Design hack_program_loader, sky130hd; sources not shown.
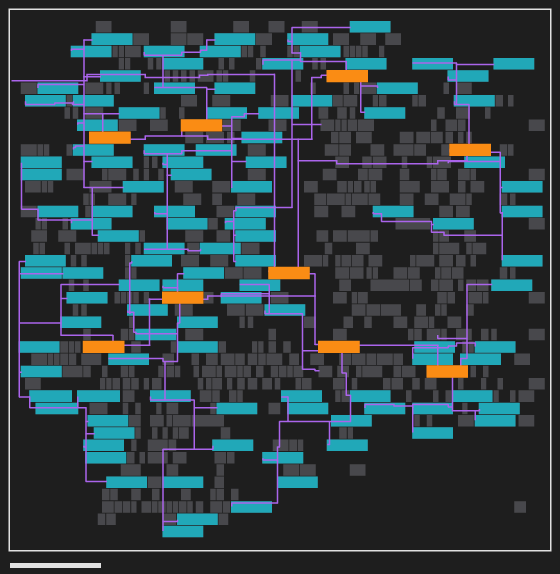
Figure 1: routed clock nets over the placement.
Bar = 20 um.
flip-flops: shown in cyan, count 110. clock wires: shown in purple, length 1,400 um. clock drivers: shown in orange, count 9.
There are 10 routed clock nets.
power attributed to the clock group: 953 uW
clock latency at the later pin of the worst-skew pair: 0.36 ns
Clk network pwr share: 0.393

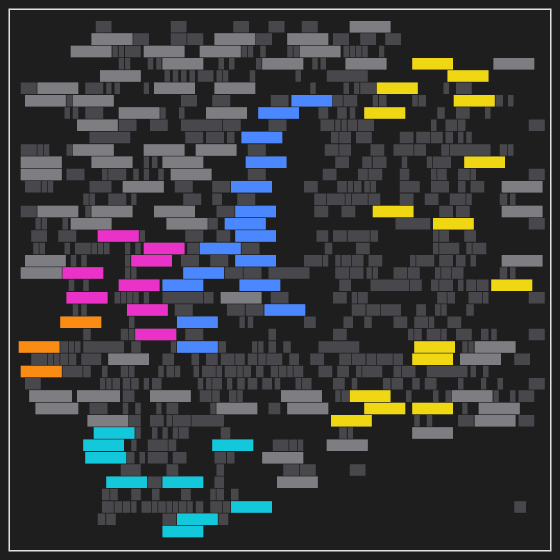
Figure 2: sequential cells colored by netlist name.
Other sequential cells in the stronger gray, the rest of the logic in the fainter gray.
rx_byte: shown in magenta, sequential cells 8, where middle left. bit_idx_q: shown in orange, sequential cells 3. len_q: shown in blue, sequential cells 16. cnt_q: shown in cyan, sequential cells 9. addr_q: shown in yellow, sequential cells 15.
Another 59 sequential cells are not colored.
utilization of the core after routing: 0.473
Seq group: 1.27 mW

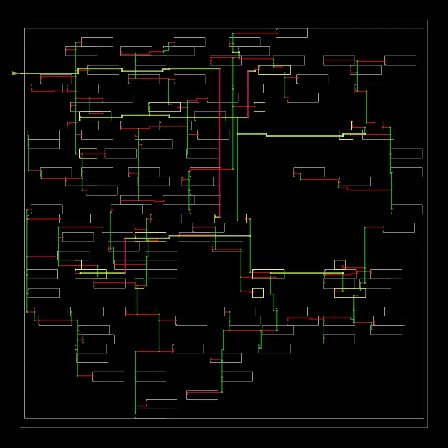
Figure 3: clock nets.
CTS sink cnt: 110
Seq cells: 110
clock buffers created by TritonCTS: 9
final-layout clock buffer total: 10

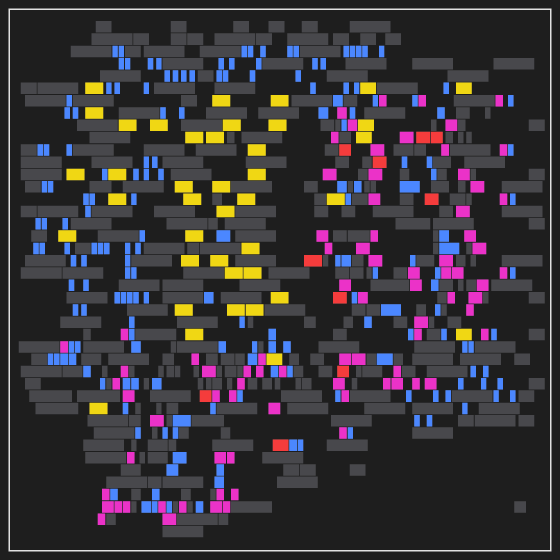
Figure 4: logic cells by family.
inverting AOI/OAI gates: shown in magenta, cells 81, most used o21ai_0, where all over the die. NAND gates: shown in blue, cells 177, most used nand2_1, where all over the die. AND-OR and OR-AND gates: shown in red, cells 10, most used o21a_1. multiplexers: shown in yellow, cells 40, most used mux2_2.
commonest non-fill, non-tap cell in the layout: nand2_1
Finished Layout Cells: 776
multi-input gate share of the layout cell area: 0.406

==> flow_metrics.rpt <==
==== FLOW RESULTS ====
----------------------------------------------------
[Outcome]
  Status ........................ complete, no violations

[Power]
  Leakage Power ........................ 2.89 nW
  Comb. pwr ........................ a little under 200 uW
  Ratio of total power to cell area ........................ between 300 and 400 mW/mm^2
  Switching part of the total ........................ 0.263
  Highest ir drop seen on vdd ........................ 277 uV
  Combinational share of power ........................ 0.082
  Largest power group ........................ sequential cells
  Power consumption ........................ roughly 2.4 mW
  Portion of total power attributed to sequential cells ........................ 0.525
  Internal power summed over all cells ........................ 1.79 mW
  Total net switching power ........................ 637 uW

[Drt]
  Count of unresolved DRC violations after routing ........................ 0
  Number of nets with antenna violations after detailed routing ........................ 0
  Number of detailed-route iterations in the first pass ........................ 4
  Met2 wirelength from detailed routing ........................ roughly 6000 um
  Via/cell ratio ........................ between 5 and 6
  Met1 layer wirelength in the final routing ........................ 5840 um
  Uppermost layer routed ........................ met4
  Wire per inst ........................ about 16 um
  Via total after detailed routing ........................ about 4,200
  Met3 Wirelength ........................ between 400 and 500 um
  DRC violation total after the first TritonRoute iteration ........................ between 300 and 400
  Total routed wirelength ........................ ~12,000 um

[Critical path]
  Required time worst endpoint ........................ about 3.9 ns
  Largest stage delay, worst path ........................ between 0.5 and 0.6 ns
  Ordered cell list for the critical path ........................ ha_1 -> nand4_2 -> o21ai_0 -> o2111ai_1 -> or4b_4 -> nor4_4 -> nor2_2 -> o31ai_1
  Kind of start point of the critical path ........................ flip-flop
  Endpoint kind of the worst setup timing path ........................ flip-flop
  Register-to-register setup slack ........................ 0.40 ns
  Category of the critical setup timing path ........................ flip-flop to flip-flop
  Slowest cell on the critical path ........................ or4b_4
  R2R depth ........................ 8
  Critical path fanouts, max ........................ 11
  Worst Path Arrival ........................ about 3.5 ns

[Logic synthesis]
  Cells in synth_stat.txt ........................ roughly 570
  Cell type with the largest total area after synthesis ........................ dfrtp_1
  Chip area in the Yosys report ........................ between 0.005 and 0.006 sq mm
  Share of synthesized area occupied by flip-flops and latches ........................ 0.501
  Number of library cell types mapped by synthesis ........................ 62
  Commonest cells in the netlist ........................ nand2_1, dfrtp_1, mux2_2, o21ai_0, nor2_1
  Mapped Cells ........................ 567
  Average cell area after synthesis ........................ 9.71 sq um
  Warning count from the yosys run ........................ 0
  Yosys xor share ........................ 0.0393
  Area of the mapped netlist ........................ approximately 0.0055 sq mm
  Post-Synthesis Net Count ........................ between 500 and 600
  Area fraction in full adders, half adders and majority gates ........................ 0.0136
  Complex-gate fraction of the synthesized area ........................ 0.110
  Flip-flops with a built-in enable ........................ 0
  Share of synthesized area spent on multiplexers ........................ 0.0805
  Library cell with the highest instance count after synthesis ........................ nand2_1
  Basic Gates by Area ........................ 0.222
  FF+latch count, synth ........................ 110
  Most common flop cell mapped by yosys ........................ dfrtp_1
  Top logic family ........................ simple AND/OR/NAND/NOR gates
  Fraction of synthesized cell area taken by the top area cell type ........................ 0.486
  Top cells by area in the synthesized netlist ........................ dfrtp_1, nand2_1, mux2_2
  Fraction of registers with async set/reset ........................ 1.00

[Final timing]
  Worst hold slack after final layout ........................ 0.310 ns
  Transition at the pin with the smallest max-transition slack ........................ roughly 1.1 ns
  Final Slew Violations ........................ 0
  Crit path time final ........................ between 3 and 4 ns
  Worst Setup Slack, final ........................ ~0.4 ns
  Achievable frequency ........................ 0.303 GHz
  Setup repair after global routing missed its margin ........................ false
  Setup TNS ........................ 0 ns
  Final count of hold timing violations ........................ 0
  Ratio of final minimum period to clock period ........................ 0.891
  Relative slew slack ........................ 0.262
  Setup violators final ........................ 0

[Global route]
  Gr ovfl total ........................ 0
  Met1 Usage GRT ........................ 0.256
  Most congested layer reported by global routing ........................ met2
  Met3 Track Usage GR ........................ 0.0445
  Number of global-route vias before repair ........................ 4,159
  Global router's overall resource usage ........................ 0.193
  Pin count of the biggest net entering global routing ........................ 61
  Routing usage on met2 ........................ 0.318
  Initial antenna violation count ........................ 0
  Global-route wire length before repair ........................ ~21,000 um

[Clock tree]
  Count of instances resized after the clock tree is built ........................ 0
  Max H-tree Level ........................ 3
  CTS Hold Bufs ........................ 0
  Max Buffers Root-to-Sink ........................ 2
  Number of buffers inserted to repair setup after CTS ........................ 0
  Clock root cell ........................ clkbuf_16
  Clk slew on worst S/H paths ........................ around 0.070 ns
  TritonCTS clock tree ........................ yes

[Flow run]
  Number of max-capacitance violations reported ........................ 0
  Number of warnings in the stage logs ........................ 28

[Layout]
  # nets final ........................ 604
  Number of antenna repair diodes ........................ 0
  Highest-count cells in the layout ignoring fill and taps ........................ nand2_1, dfrtp_1, clkdlybuf4s50_1
  Fraction of final layout cells sized beyond drive strength 1 ........................ 0.120
  Number of fillers in the final layout ........................ about 1,300
  Total non-filler cell area in the finished layout ........................ around 0.0063 sq mm
  Post-synthesis to final-layout area growth ........................ 14.7%

[Placement]
  Area after DPL ........................ between 0.006 and 0.007 sq mm
  Detailed-placement wirelength estimate ........................ around 8600 um
  Global placer's final weighted congestion ........................ approximately 0.89
  Number of buffer cells added on primary ports ........................ 37
  Placed cell count ........................ between 700 and 800
  Worst slack after detailed placement ........................ roughly 0.44 ns

[Min path]
  Type of the worst min-delay path ........................ flip-flop to flip-flop
  Count of cells along the worst hold path ........................ 0

[Floorplanning]
  Starting density of the core ........................ 0.412
  Core Rows ........................ about 42
  Std-Cell Core Area ........................ 0.0133 sq mm
  Die Footprint ........................ around 0.014 sq mm
  Ports placed on the boundary ........................ 38
  Overall die height ........................ about 120 um
  Horizontal die dimension ........................ 119 um

----------------------------------------------------
## critical path: cells and delay by family, from the launching register on
family	cells	cell delay, ns
compound gates	3	0.77
fa+ha+maj	1	0.32
flops	1	0.48
simple gates	4	1.59
## cell type report
cell class / count / area, sq um / share of cell area
clock inverter: 6 / 50.0 / 0.00793
tap: 176 / 220 / 0.0349
timing repair buffer: 42 / 418 / 0.0662
sequential: 110 / 2760 / 0.437
inverter: 18 / 67.6 / 0.0107
clock buffer: 10 / 239 / 0.0379
multi-input combinational: 414 / 2560 / 0.406
## logic make-up (layout without fill, tap and decap cells)
kind of cell / Yosys count / count (layout)
fa+ha+maj: 6 / 6
compound gates: 91 / 91
flops: 110 / 110
mux: 40 / 40
xor+xnor: 23 / 23
buf+inv: 43 / 76
simple gates: 254 / 254
Power figures rest on the tool's default switching activity, not on a simulated workload.
